### config.mk
export PLATFORM = sky130hd
export DESIGN_NAME = lsu_mem_if_flat
export DESIGN_NICKNAME = d
export VERILOG_FILES = /design/src/rtl/lsu_pkg.sv /design/src/rtl/lsu_mem_if_if.sv /design/src/rtl/lsu_mem_if_lane_align.sv /design/src/rtl/lsu_mem_if.sv /design/src/flat_wrapper.sv
export SDC_FILE = /design/constraint.sdc
export NUM_CORES = 1
export LEC_CHECK = 0
export ABC_AREA = 1
export CAP_MARGIN = 10
export CELL_PAD_IN_SITES_DETAIL_PLACEMENT = 1
export CELL_PAD_IN_SITES_GLOBAL_PLACEMENT = 2
export CORE_MARGIN = 1.5
export CORE_UTILIZATION = 39
export CTS_BUF_LIST = sky130_fd_sc_hd__clkbuf_4 sky130_fd_sc_hd__clkbuf_8
export DETAILED_ROUTE_END_ITERATION = 12
export DONT_BUFFER_PORTS = 1
export PLACE_DENSITY_LB_ADDON = 0.1
export SLEW_MARGIN = 20
export SYNTH_ARGS = -nofsm -noshare
export SYNTH_HDL_FRONTEND = slang
export SYNTH_SLANG_ARGS = --single-unit
### constraint.sdc
create_clock -name clk -period 5.28 [get_ports clk]
set_input_delay 1.056 -clock clk [delete_from_list [all_inputs] [get_ports clk]]
set_output_delay 1.056 -clock clk [all_outputs]
set_load 0.05 [all_outputs]
### src/rtl/lsu_pkg.sv
// Shared encodings for the load/store unit: access sizes, FSM states, alignment check.
// Purely declarative; no latency or backpressure of its own.
package lsu_pkg;

    localparam logic [1:0] SZ_BYTE = 2'b00;
    localparam logic [1:0] SZ_HALF = 2'b01;
    localparam logic [1:0] SZ_WORD = 2'b10;

    typedef enum logic [1:0] {
        ST_IDLE   = 2'b00,
        ST_ACCESS = 2'b01,
        ST_MERGE  = 2'b10,
        ST_RESP   = 2'b11
    } lsu_state_e;

    // True for size 2'b11 and for any access not aligned to its own size.
    function automatic logic is_illegal(input logic [1:0] size, input logic [1:0] lo);
        case (size)
            SZ_BYTE: is_illegal = 1'b0;
            SZ_HALF: is_illegal = lo[0];
            SZ_WORD: is_illegal = (lo != 2'b00);
            default: is_illegal = 1'b1;
        endcase
    endfunction

endpackage

### src/rtl/lsu_mem_if_if.sv
// Request/response and memDATA bus bundle for the load/store unit.
// slave = the LSU itself; master = pipeline plus memory model that surround it.
interface lsu_mem_if_if #(
    parameter int ADDR_W = 32,
    parameter int DATA_W = 32
);
    logic              req_valid;
    logic              req_ready;
    logic              req_we;
    logic [1:0]        req_size;
    logic              req_unsigned;
    logic [ADDR_W-1:0] req_addr;
    logic [DATA_W-1:0] req_wdata;
    logic              resp_valid;
    logic [DATA_W-1:0] resp_rdata;
    logic              resp_err;
    logic [ADDR_W-1:0] mem_addr;
    logic              mem_we;
    logic [DATA_W-1:0] mem_wdata;
    logic [DATA_W-1:0] mem_rdata;

    modport slave (
        input  req_valid, req_we, req_size, req_unsigned, req_addr, req_wdata, mem_rdata,
        output req_ready, resp_valid, resp_rdata, resp_err, mem_addr, mem_we, mem_wdata
    );

    modport master (
        output req_valid, req_we, req_size, req_unsigned, req_addr, req_wdata, mem_rdata,
        input  req_ready, resp_valid, resp_rdata, resp_err, mem_addr, mem_we, mem_wdata
    );
endinterface

### src/rtl/lsu_mem_if_lane_align.sv
// Byte-lane steering: extracts/extends a sub-word load and merges store data into a word.
// Combinational, zero latency; no handshake.
module lsu_lane_align
    import lsu_pkg::*;
(
    input  logic [31:0] word_i,
    input  logic [1:0]  addr_i,
    input  logic [1:0]  size_i,
    input  logic        uns_i,
    input  logic [31:0] wdata_i,
    output logic [31:0] load_o,
    output logic [31:0] merge_o
);
    logic [7:0]  byte_sel;
    logic [15:0] half_sel;

    always_comb begin
        byte_sel = word_i[{addr_i, 3'b000} +: 8];
        half_sel = addr_i[1] ? word_i[31:16] : word_i[15:0];

        case (size_i)
            SZ_BYTE: load_o = uns_i ? {24'd0, byte_sel} : {{24{byte_sel[7]}}, byte_sel};
            SZ_HALF: load_o = uns_i ? {16'd0, half_sel} : {{16{half_sel[15]}}, half_sel};
            SZ_WORD: load_o = word_i;
            default: load_o = 32'd0;
        endcase

        merge_o = word_i;
        case (size_i)
            SZ_BYTE: merge_o[{addr_i, 3'b000} +: 8]     = wdata_i[7:0];
            SZ_HALF: merge_o[{addr_i[1], 4'b0000} +: 16] = wdata_i[15:0];
            default: merge_o = wdata_i;
        endcase
    end
endmodule

### src/rtl/lsu_mem_if.sv
// Load/store unit to memDATA: word addressing, sub-word RMW stores, extended loads. Optional LSU_PERF_CNT_EN counters.
// Accept-to-resp: error 1, load/word store 2, sub-word store 3 cycles; req_ready low while busy.
module lsu_mem_if
    import lsu_pkg::*;
#(
    parameter int ADDR_W = 32,
    parameter int DATA_W = 32
) (
    input  logic        clk,
    input  logic        rst_n,
    lsu_mem_if_if.slave bus,
    output logic [31:0] load_cnt,
    output logic [31:0] store_cnt,
    output logic [31:0] err_cnt
);
    lsu_state_e        state_q, state_d;
    logic              we_q, we_d;
    logic [1:0]        size_q, size_d;
    logic              uns_q, uns_d;
    logic              err_q, err_d;
    logic [ADDR_W-1:0] addr_q, addr_d;
    logic [DATA_W-1:0] wdata_q, wdata_d;
    logic [DATA_W-1:0] buf_q, buf_d;
    logic [DATA_W-1:0] rdata_q, rdata_d;

    logic [DATA_W-1:0] lane_word;
    logic [DATA_W-1:0] lane_load;
    logic [DATA_W-1:0] lane_merge;
    logic              word_store;

    // During MERGE the aligner works on the captured old word, otherwise on live memory data.
    assign lane_word  = (state_q == ST_MERGE) ? buf_q : bus.mem_rdata;
    assign word_store = we_q && (size_q == SZ_WORD);

    lsu_lane_align u_align (
        .word_i  (lane_word),
        .addr_i  (addr_q[1:0]),
        .size_i  (size_q),
        .uns_i   (uns_q),
        .wdata_i (wdata_q),
        .load_o  (lane_load),
        .merge_o (lane_merge)
    );

    always_ff @(posedge clk or negedge rst_n) begin
        if (!rst_n) begin
            state_q <= ST_IDLE;
            we_q    <= 1'b0;
            size_q  <= 2'b00;
            uns_q   <= 1'b0;
            err_q   <= 1'b0;
            addr_q  <= '0;
            wdata_q <= '0;
            buf_q   <= '0;
            rdata_q <= '0;
        end else begin
            state_q <= state_d;
            we_q    <= we_d;
            size_q  <= size_d;
            uns_q   <= uns_d;
            err_q   <= err_d;
            addr_q  <= addr_d;
            wdata_q <= wdata_d;
            buf_q   <= buf_d;
            rdata_q <= rdata_d;
        end
    end

    always_comb begin
        state_d = state_q;
        we_d    = we_q;
        size_d  = size_q;
        uns_d   = uns_q;
        err_d   = err_q;
        addr_d  = addr_q;
        wdata_d = wdata_q;
        buf_d   = buf_q;
        rdata_d = rdata_q;

        case (state_q)
            ST_IDLE: begin
                if (bus.req_valid) begin
                    we_d    = bus.req_we;
                    size_d  = bus.req_size;
                    uns_d   = bus.req_unsigned;
                    addr_d  = bus.req_addr;
                    wdata_d = bus.req_wdata;
                    err_d   = is_illegal(bus.req_size, bus.req_addr[1:0]);
                    rdata_d = '0;
                    state_d = err_d ? ST_RESP : ST_ACCESS;
                end
            end
            ST_ACCESS: begin
                if (we_q && !word_store) begin
                    buf_d   = bus.mem_rdata;
                    state_d = ST_MERGE;
                end else begin
                    if (!we_q) rdata_d = lane_load;
                    state_d = ST_RESP;
                end
            end
            ST_MERGE: state_d = ST_RESP;
            default:  state_d = ST_IDLE;
        endcase
    end

    always_comb begin
        bus.req_ready  = (state_q == ST_IDLE);
        bus.resp_valid = (state_q == ST_RESP);
        bus.resp_err   = (state_q == ST_RESP) && err_q;
        bus.resp_rdata = rdata_q;
        bus.mem_addr   = {2'b00, addr_q[ADDR_W-1:2]};
        bus.mem_we     = 1'b0;
        bus.mem_wdata  = '0;
        if (state_q == ST_ACCESS && word_store) begin
            bus.mem_we    = 1'b1;
            bus.mem_wdata = wdata_q;
        end else if (state_q == ST_MERGE) begin
            bus.mem_we    = 1'b1;
            bus.mem_wdata = lane_merge;
        end
    end

`ifdef LSU_PERF_CNT_EN
    logic [31:0] load_cnt_q, store_cnt_q, err_cnt_q;

    always_ff @(posedge clk or negedge rst_n) begin
        if (!rst_n) begin
            load_cnt_q  <= '0;
            store_cnt_q <= '0;
            err_cnt_q   <= '0;
        end else if (state_q == ST_RESP) begin
            if (err_q)     err_cnt_q   <= err_cnt_q + 32'd1;
            else if (we_q) store_cnt_q <= store_cnt_q + 32'd1;
            else           load_cnt_q  <= load_cnt_q + 32'd1;
        end
    end

    assign load_cnt  = load_cnt_q;
    assign store_cnt = store_cnt_q;
    assign err_cnt   = err_cnt_q;
`else
    assign load_cnt  = 32'd0;
    assign store_cnt = 32'd0;
    assign err_cnt   = 32'd0;
`endif

endmodule

### src/flat_wrapper.sv
// flat-port wrapper written by rule: the top's interface ports become plain ports
module lsu_mem_if_flat import lsu_pkg::*;
#(
    parameter int ADDR_W = 32,
    parameter int DATA_W = 32
)
  (clk, rst_n, load_cnt, store_cnt, err_cnt, bus_req_valid, bus_req_we, bus_req_size, bus_req_unsigned, bus_req_addr, bus_req_wdata, bus_mem_rdata, bus_req_ready, bus_resp_valid, bus_resp_rdata, bus_resp_err, bus_mem_addr, bus_mem_we, bus_mem_wdata);
  lsu_mem_if_if #(.ADDR_W(ADDR_W), .DATA_W(DATA_W)) bus_i ();
  input  logic clk;
  input  logic rst_n;
  output logic [31:0] load_cnt;
  output logic [31:0] store_cnt;
  output logic [31:0] err_cnt;
  input wire logic [$bits(bus_i.req_valid)-1:0] bus_req_valid;
  input wire logic [$bits(bus_i.req_we)-1:0] bus_req_we;
  input wire logic [$bits(bus_i.req_size)-1:0] bus_req_size;
  input wire logic [$bits(bus_i.req_unsigned)-1:0] bus_req_unsigned;
  input wire logic [$bits(bus_i.req_addr)-1:0] bus_req_addr;
  input wire logic [$bits(bus_i.req_wdata)-1:0] bus_req_wdata;
  input wire logic [$bits(bus_i.mem_rdata)-1:0] bus_mem_rdata;
  output wire logic [$bits(bus_i.req_ready)-1:0] bus_req_ready;
  output wire logic [$bits(bus_i.resp_valid)-1:0] bus_resp_valid;
  output wire logic [$bits(bus_i.resp_rdata)-1:0] bus_resp_rdata;
  output wire logic [$bits(bus_i.resp_err)-1:0] bus_resp_err;
  output wire logic [$bits(bus_i.mem_addr)-1:0] bus_mem_addr;
  output wire logic [$bits(bus_i.mem_we)-1:0] bus_mem_we;
  output wire logic [$bits(bus_i.mem_wdata)-1:0] bus_mem_wdata;
  assign bus_i.req_valid = bus_req_valid;
  assign bus_i.req_we = bus_req_we;
  assign bus_i.req_size = bus_req_size;
  assign bus_i.req_unsigned = bus_req_unsigned;
  assign bus_i.req_addr = bus_req_addr;
  assign bus_i.req_wdata = bus_req_wdata;
  assign bus_i.mem_rdata = bus_mem_rdata;
  assign bus_req_ready = bus_i.req_ready;
  assign bus_resp_valid = bus_i.resp_valid;
  assign bus_resp_rdata = bus_i.resp_rdata;
  assign bus_resp_err = bus_i.resp_err;
  assign bus_mem_addr = bus_i.mem_addr;
  assign bus_mem_we = bus_i.mem_we;
  assign bus_mem_wdata = bus_i.mem_wdata;
  lsu_mem_if #(.ADDR_W(ADDR_W), .DATA_W(DATA_W)) u_core (.clk(clk), .rst_n(rst_n), .bus(bus_i), .load_cnt(load_cnt), .store_cnt(store_cnt), .err_cnt(err_cnt));
endmodule
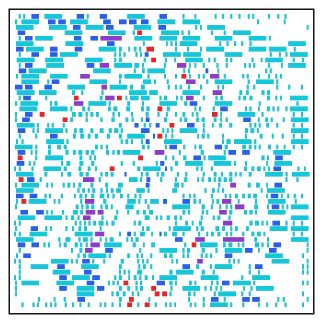
Fig. 1. Drive-strength map (run 1).
Scale: 2 px per um.
- _6 and larger: purple (cells 28)
- _2 cells: blue (cells 100)
- _0 and _1 cells: cyan (cells 913)
- _3 and _4 cells: red (cells 25)

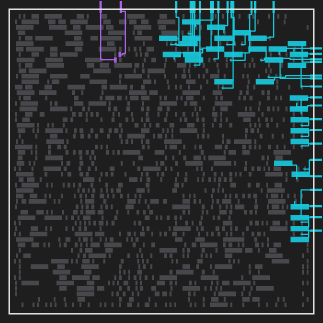
Fig. 2. I/O nets highlighted (run 1).
Scale: 2 px per um.
- bus_resp_rdata: cyan (bits 32; direction output; end cells 32; buffers 0; wire 651 um)
- bus_req_size: purple (bits 2; direction input; end cells 2; buffers 0; wire 59.3 um)

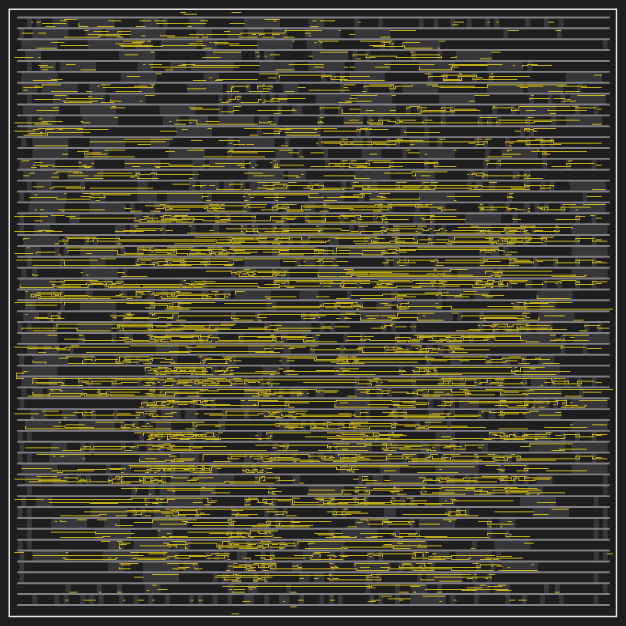
Fig. 3. Metal 1 (run 1).
Scale: 4 px per um. Supply wires on this layer in gray. Cells faint in the background.
- main direction: horizontal
- wire length on this layer: 12300 um
- nets with wire on the layer: 1025

==> CHANGELOG.md, run 1 <==
### Implementation results

* WL met3 at 1635 um
* Largest net degree at the start of global routing at approximately 140
* Yosys xor share at 0
* Critical path type: reg -> out
* Routability Congestion at 0.8489
* Pin slew with the least headroom to its limit at 0.9633 ns
* Pins over their slew limit at 0
* Rows at ~54
* 1st-iter DRT viols at 381
* Seq share, synth at 0.3930
* RSZ-0062 raised after global routing: no
* Area grow syn2layout at 1.266%
* Clock sinks at 135
* FP Core Util at 0.3951
* Max Clock Freq at 217.7 MHz
* Drt total wl at 26670 um
* CP startpoint kind: flop
* Reg clk slew, reported paths at 0.10 ns
* CP endpoint kind: output pin
* Clk power at around 0.95 mW
* Yosys cell count at 1093
* LEAKAGE at 4.414 nW
* Crit path DRT at 4.22 ns
* Antenna violations before repair at 0
* Simple Share, Synth at 0.2317
* Internal power at around 3 mW
* Mux frac, synth at 0.1087
* Vias per Instance at 4.998
* Signal buffers at 21
* Total sequential power at 2.72 mW
* Top logic family: simple AND/OR/NAND/NOR gates
* Status: finished, final reports clean
* Hold WS at ~0.27 ns
* CTS buffer count at 17
* DR top layer: met4
* Crit path arrival time at 3.54 ns
* DRC at 0
* Ys Warns at 0
* VDD IR-drop max at 0.3211 mV
* CTS tree: done
* Cell area leaders: dfrtp_1 39%, nand2_1 15%, buf_4 11%
* Hpwl dp at between 15000 and 20000 um
* Commonest Layout Cell: nand2_1
* Fin crit period at around 4.6 ns
* Combinational share of cell area at 0.4856
* P_comb at 3.58 mW
* Inverters, non-clock at 46
* Setup violators final at 0
* IO Pins at around 300
* Core area at 21760 sq um
* Reg-to-Reg Start: u_core.state_q[0]
* Synthesized registers at roughly 140
* CTS resizes at 0
* Clk pwr share at 0.131
* Async set or reset register ratio after synthesis at 1.000
* Routed wl met2 at about 12000 um
* Post-route antenna net violation count at 0
* Tool warning count at 35
* Initial DRT Pass Iterations at 4
* Most frequent cell after synthesis: nand2_1
* Fill count at 2720
* Clk cell area share at 0.04815
* Logic Gate Count at about 830
* Number of enable flip-flop cells at 0
* Reg2Reg Setup Slack at 2.20 ns
* End of the worst register-to-register path: u_core.bus.resp_rdata[9]
* Late-Pin Clk Latency at around 0.47 ns
* Share of power burned in registers at 0.376
* Htree depth at 4
## run 1: metrics by stage
step	total power, mW	instance area [sq um]	worst slack, ns	std cells	utilization
floorplan	5.585	8960	1.523	1190	-
global placement	6.276	8285	1.375	1314	0.3808
detailed placement	6.322	8285	1.231	1314	0.3808
CTS	7.294	8705	0.7029	1346	0.4001
global route	7.742	8705	0.4341	1346	0.4001
finish	7.245	8705	0.6870	1346	0.4001
## run 1: critical path, stage by stage, from the launching register on
cell and delay, ns:
dfrtp_1 0.67, inv_1 0.38, nor2_2 0.65, inv_2 0.41, nand2_2 0.27, inv_1 0.16
nand3_1 0.10, nand2_1 0.05, nand2_1 0.05, nand2_1 0.31
## run 1: per-layer routing
metal	track usage	vias to the layer above
met1	0.3156	3266
li1	-	3236
met3	0.05838	21
met5	0	-
met4	0.05340	0
met2	0.3755	204
Fig. 4: run 1, placement density heat map
Scale: 2 px per um. The die is cut into 15 by 15 equal tiles; dark blue is low, red is high, 0 to 100% covered.
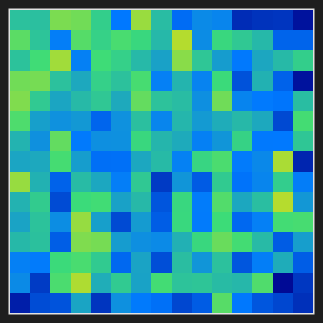

==> inputs of run 2 (changes only) <==
--- a/config.mk
+++ b/config.mk
@@ -12,9 +12,10 @@
 export CORE_MARGIN = 1.5
 export CORE_UTILIZATION = 39
 export CTS_BUF_LIST = sky130_fd_sc_hd__clkbuf_4 sky130_fd_sc_hd__clkbuf_8
+export CTS_CLUSTER_SIZE = 20
 export DETAILED_ROUTE_END_ITERATION = 12
 export DONT_BUFFER_PORTS = 1
-export PLACE_DENSITY_LB_ADDON = 0.1
+export PLACE_DENSITY = 0.92
 export SLEW_MARGIN = 20
 export SYNTH_ARGS = -nofsm -noshare
 export SYNTH_HDL_FRONTEND = slang
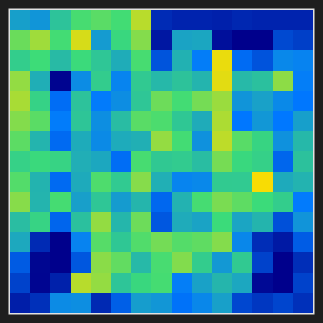
Fig. 5. Placement density heat map (run 2).
Scale: 2 px per um. The die is cut into 15 by 15 equal tiles; dark blue is low, red is high, 0 to 100% covered.
- fullest tile: 74%
- emptiest ninth of the die: south-east
- nearly empty tiles: 4.4%
- mean over tiles: 37%

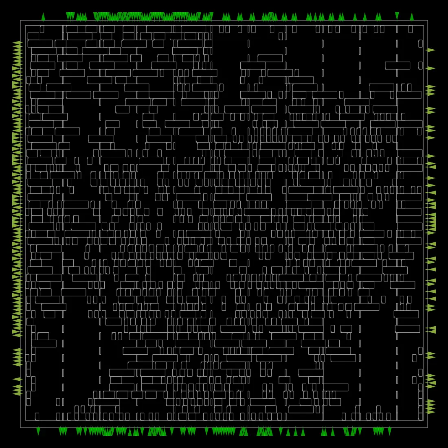
Fig. 6. Cell placement (run 2).
fill count: 2695
fin util: 0.4009

==> run 2 against run 1 <==
Against the previous run: sequential share of layout area decreased by 0.072 points; critical path depth unchanged; hold slack got worse by 0.0055 ns; final area increased by 0.19%; synthesized area unchanged; register-to-register slack improved by 0.08 ns.
==> CHANGELOG.md, run 2 <==
### Implementation results

* Status: finished, final reports clean
* Clk pwr share at 0.127 (-0.004)
* Start point of the critical path: u_core.addr_q[1]
* End of the worst register-to-register path: u_core.bus.resp_rdata[15]
* I/O Buffers at 0
* Rows at 54 (unchanged)
* Most frequent cell after synthesis: nand2_1
* Synth Area in Adders at 0.01310
* Late-Pin Clk Latency at 0.48 ns (about the same)
* Vias at 6948
* CTS buffer count at 17 (unchanged)
* Mux frac, synth at 0.1087 (unchanged)
* Setup_tns at 0 ns
* Mapped Avg Cell Area at 7.864 sq um
* First-pass GRT wire length at ~39000 um
* Hold Path Class: in -> async
* CP Cell Sequence: inv_1 > nor2_2 > inv_2 > nand2_2 > inv_1 > nand3_1 > nand2_1 > nand2_1 > nand2_1
* CTS resizes at 0 (unchanged)
* CTS tree: done
* Htree depth at 4 (unchanged)
* Total sequential power at 2.73 mW (about the same)
* WL per Instance at roughly 19 um
* DRC at 0 (unchanged)
* LEAKAGE at 4.424 nW (+0.22%)
* Hold WS at 0.2648 ns (-0.005526 ns)
* Cells after Synth at between 1000 and 1500
* Post-CTS setup buffer count at 0
* Post-route antenna net violation count at 0 (unchanged)
* DIE AREA at 22940 sq um
* Ys Warns at 0 (unchanged)
* Die width at 151.5 um
* Hpwl dp at 19440 um (+0.76%)
* Reg2Reg Setup Slack at 2.28 ns (+0.08 ns)
* Root buf cell: clkbuf_8
* Tool warning count at 35 (unchanged)
* Aoi share at 0.09389
* VDD IR-drop max at 0.3403 mV (+6.0%)
* CP Max Fanout at 27
* Crit-path slowest cell: dfrtp_1
* Die Span Y at 151.5 um
* Setup violators final at 0 (unchanged)
* Area grow syn2layout at 1.456%
* Max_slew headroom at 0.3775
* Total power at 7.218 mW (-0.38%)
* Netlist cell types at 31
* Post-synth area from yosys stat at roughly 8600 sq um
* GRT Total Usage at 0.2268
* Post-CTS Hold Buffers at 0
* Max_cap viols at 0
* Synthesized registers at 135 (unchanged)
* Gr ovfl total at 0
* Commonest Layout Cell: nand2_1
* Core area at 21760 sq um (unchanged)
* Routability Congestion at 0.8909 (+4.9%)
* Post-Place Cells at 1315 (+0.076%)
* Crit path DRT at 4.22 ns (about the same)
* Clock sinks at 135 (unchanged)
* Reg-to-Reg Start: u_core.state_q[0]
* Yosys cell count at 1093 (unchanged)
* Critical path type: reg -> out
* Crit path arrival time at 3.47 ns (-0.07 ns)
* Max Clock Freq at 220.9 MHz (+1.5%)
* IO Pins at 299 (unchanged)
* Yosys xor share at 0 (unchanged)
* Internal power at 2.942 mW (-2.2%)
* Setup crit end: bus_mem_wdata[7]
* Vias per Instance at 5.158 (+3.2%)
* Cell area leaders: dfrtp_1 39%, nand2_1 15%, buf_4 11%
* Worst Slack Setup Final at 0.7527 ns (+0.06570 ns)
* Pins over their slew limit at 0 (unchanged)
* Slowest stage delay, CP at 0.67 ns (about the same)
* RSZ-0062 raised after global routing: no
* FP Core Util at 0.3951 (unchanged)
* Antenna violations before repair at 0 (unchanged)
* Largest net degree at the start of global routing at 136 (unchanged)
* Initial DRT Pass Iterations at 5 (+1)
* Seq share, synth at 0.3930 (unchanged)
* CP endpoint kind: output pin
* Psw at 4.276 mW
* N_diodes at 0
* Net Sw Frac at 0.5924
* CP startpoint kind: flop
* Async set or reset register ratio after synthesis at 1.000 (unchanged)
* Share of power burned in registers at 0.379 (+0.003)
* Cell area power density at 827.6 nW/um^2
* Dpl cell area at 8293 sq um (about the same)
* Top power group: combinational cells
* Fin crit period at 4.527 ns (-0.06570 ns)
* Comb power frac at 0.494
* Reg2reg path depth at 12
* Vias in the first global route at between 6000 and 7000
* Pre-CTS setup slack at 1.298 ns (+0.06726 ns)
* Non-filler cells in the finished layout at 1347 (+0.074%)
* Top logic family: simple AND/OR/NAND/NOR gates
* Pin slew with the least headroom to its limit at 0.9338 ns (-0.02946 ns)
* Reg clk slew, reported paths at 0.10 ns (about the same)
* Number of enable flip-flop cells at 0 (unchanged)
* Top cells by count, synth: 336 x nand2_1, 135 x dfrtp_1, 131 x buf_4, 83 x mux2_2, 71 x nor2_1
* P_comb at 3.57 mW (about the same)
* Ys flop type: dfrtp_1
* 1st-iter DRT viols at 536 (+41%)
* Most common cell on crit path: nand2_1
* Netlist Area Pre-Place at around 8600 sq um
* Clk power at 0.917 mW (-3.3%)
* Simple Share, Synth at 0.2317 (unchanged)
* Synth area leader: dfrtp_1
* Hold Fails Final Rpt at 0
* Final #Nets at approximately 1200
* Drt total wl at 26110 um (-2.1%)
* Share of cells above drive strength 1 at 0.1443
* Fin area at 8721 sq um (+0.19%)
* Top Layout Cells: 335 x nand2_1, 135 x dfrtp_1, 98 x conb_1
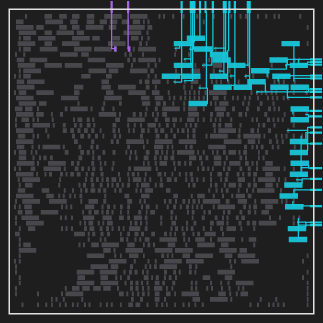
Fig. 7. I/O nets highlighted (run 2).
Scale: 2 px per um.
- bus_resp_rdata: cyan (bits 32; direction output; end cells 32; buffers 0; wire 780 um)
- bus_req_size: purple (bits 2; direction input; end cells 2; buffers 0; wire 40.2 um)

[run 2: cell counts after synthesis]
No cell type changed its count.
[run 2: critical path, delay by kind of cell (launching register included)]
family / cells / cell delay [ns]
AND/OR/NAND/NOR: 6 / 1.40
buffers and inverters: 3 / 0.92
flip-flops: 1 / 0.67
[run 2: cell type report]
class | instances | area (sq um) | area share
timing repair buffer | 22 | 165.2 | 0.01894
clock buffer | 17 | 234.0 | 0.02683
inverter | 46 | 172.7 | 0.01980
multi-input combinational | 832 | 4227 | 0.4846
tap | 280 | 350.3 | 0.04017
sequential | 135 | 3378 | 0.3874
clock inverter | 15 | 193.9 | 0.02224
[run 2: metal layers]
layer  track usage  share of wire  wire [um]
met5             0              0          0
met4       0.05243          0.016        420
met3       0.06707          0.078       2044
met2        0.3698           0.48      12450
met1        0.2956           0.43      11190
Fig. 8: run 2, drive-strength map
Scale: 2 px per um.
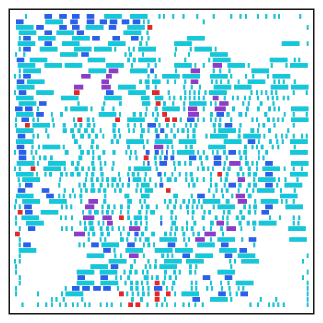

==> inputs of run 3 (changes only) <==
--- a/config.mk
+++ b/config.mk
@@ -6,17 +6,15 @@
 export NUM_CORES = 1
 export LEC_CHECK = 0
 export ABC_AREA = 1
-export CAP_MARGIN = 10
-export CELL_PAD_IN_SITES_DETAIL_PLACEMENT = 1
-export CELL_PAD_IN_SITES_GLOBAL_PLACEMENT = 2
 export CORE_MARGIN = 1.5
-export CORE_UTILIZATION = 39
+export CORE_UTILIZATION = 55
 export CTS_BUF_LIST = sky130_fd_sc_hd__clkbuf_4 sky130_fd_sc_hd__clkbuf_8
 export CTS_CLUSTER_SIZE = 20
 export DETAILED_ROUTE_END_ITERATION = 12
 export DONT_BUFFER_PORTS = 1
-export PLACE_DENSITY = 0.92
+export PLACE_DENSITY = 0.75
 export SLEW_MARGIN = 20
 export SYNTH_ARGS = -nofsm -noshare
 export SYNTH_HDL_FRONTEND = slang
+export SYNTH_HIERARCHICAL = 1
 export SYNTH_SLANG_ARGS = --single-unit
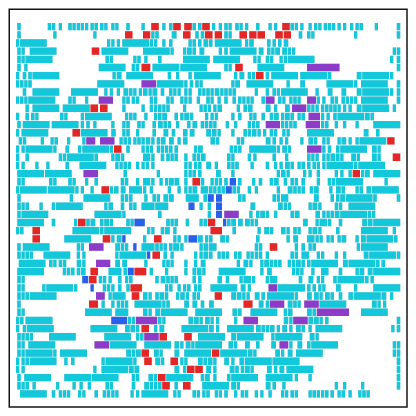
Fig. 9. Drive-strength map (run 3).
Scale: 3 px per um.
- _3 and _4 cells: red (cells 57)
- _2 cells: blue (cells 17)
- _6 and larger: purple (cells 27)
- _0 and _1 cells: cyan (cells 1286)

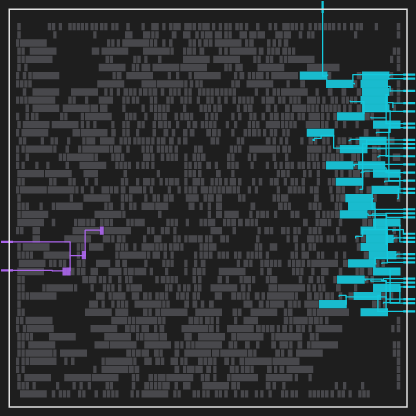
Fig. 10. I/O nets highlighted (run 3).
Scale: 3 px per um.
- bus_resp_rdata: cyan (bits 32; direction output; end cells 32; buffers 0; wire 555 um)
- bus_req_size: purple (bits 2; direction input; end cells 4; buffers 0; wire 65.8 um)

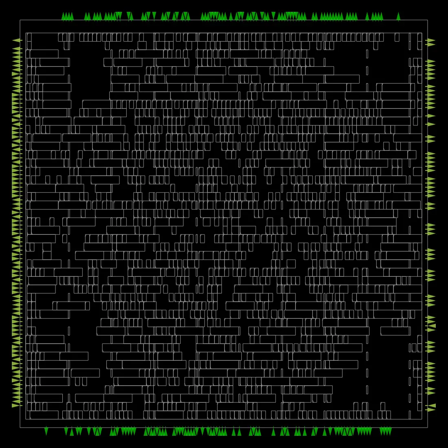
Fig. 11. Cell placement (run 3).
fin util: 0.5763
non-filler cells in the finished layout: 1603

==> run 3 against run 2 <==
Against the previous run: total power down 1.7%; routed wire length down 5.7%; core utilization up 18 points; die area down 24%; sequential power down 8.1%; sequential share of layout area down 2.2 points; via count up 17%.
==> CHANGELOG.md, run 3 <==
### Implementation results

* Start point of the critical path: u_core/state_q[1]
* Commonest Layout Cell: nand2_1
* Die Span Y at 132.0 um (-13%)
* Met3 Usage GRT at 0.08574 (+0.01867)
* N_diodes at 0 (unchanged)
* CP startpoint kind: flop
* IO Pins at 299 (unchanged)
* Fin crit period at 4.224 ns (-0.3037 ns)
* DR top layer: met4
* Clk cell area share at 0.04394 (-0.005125)
* Routed wl met2 at 11330 um (-9.0%)
* Worst Slack Setup Final at 1.056 ns (+0.3037 ns)
* LEAKAGE at 5.295 nW (+20%)
* Signal buffers at 49 (+120%)
* Late-Pin Clk Latency at 0.45 ns (-0.03 ns)
* CTS tree: done
* Reg2Reg Setup Slack at 1.89 ns (-0.39 ns)
* Ys Warns at 6 (+6)
* Cell area leaders: dfrtp_1 37%, nand2_1 27%, buf_4 11%
* End of the worst register-to-register path: u_core/bus.resp_rdata[8]
* P_comb at 3.70 mW (+4%)
* Seq share, synth at 0.3689 (-0.02416)
* Status: finished, final reports clean
* Crit path DRT at 4.22 ns (about the same)
* Core area at 16060 sq um (-26%)
* FP Core Util at 0.5704 (+0.1753)
* Htree depth at 4 (unchanged)
* Initial DRT Pass Iterations at 6 (+1)
* GR Util met1 at 0.3559 (+0.06030)
* Post-route antenna net violation count at 0 (unchanged)
* Cells after Synth at 1404 (+28%)
* Met2 Track Usage GR at 0.4514 (+0.08165)
* GRT Total Usage at 0.2815 (+0.05472)
* Clock sinks at 135 (unchanged)
* Register area at 3378 sq um (unchanged)
* Reg-to-Reg Start: u_core/state_q[0]
* Post-Place Cells at 1571 (+19%)
* Share of power burned in registers at 0.353 (-0.026)
* Drt total wl at 24620 um (-5.7%)
* Pins over their slew limit at 0 (unchanged)
* Setup crit end: bus_mem_wdata[26]
* Total power at 7.098 mW (-1.7%)
* Rows at 46 (-15%)
* 1st-iter DRT viols at 916 (+71%)
* Pin slew with the least headroom to its limit at 1.071 ns (+0.1374 ns)
* Inverters, non-clock at 101 (+120%)
* Logic Gate Count at 1070 (+29%)
* Sequential cell area share at 0.3651 (-0.02231)
* Post-CTS Hold Buffers at 0 (unchanged)
* Max Clock Freq at 236.8 MHz (+7.2%)
* Final #Nets at 1486 (+27%)
* Share of cells above drive strength 1 at 0.07282 (-0.07151)
* Post-synth area from yosys stat at 9159 sq um (+6.6%)
* Setup_tns at 0 ns (unchanged)
* CP Max Fanout at 48 (+78%)
* Vias per Instance at 5.064 (-1.8%)
* CTS buffer count at 17 (unchanged)
* CP endpoint kind: output pin
* I/O Buffers at 0 (unchanged)
* Setup violators final at 0 (unchanged)
* Gr ovfl total at 0 (unchanged)
* Most common cell on crit path: buf_4
[run 3: kinds of logic (layout without fill, tap and decap cells)]
logic type,after synthesis,after routing,synth area share
AND-OR/OR-AND,168,168,0.09440
adder cells (fa/ha/maj),9,9,0.01230
buffers and inverters,296,182,0.1865
flip-flops,135,135,0.3689
other,1,98,0.0004094
AND/OR/NAND/NOR,795,795,0.3376
[run 3: critical path, delay by kind of cell, from the launching register on]
kind | cells | cell delay (ns)
adder cells (fa/ha/maj) | 1 | 0.14
AND-OR/OR-AND | 1 | 0.05
flip-flops | 1 | 0.42
AND/OR/NAND/NOR | 3 | 0.89
buffers and inverters | 5 | 1.20
Power and IR drop assume default switching activity.
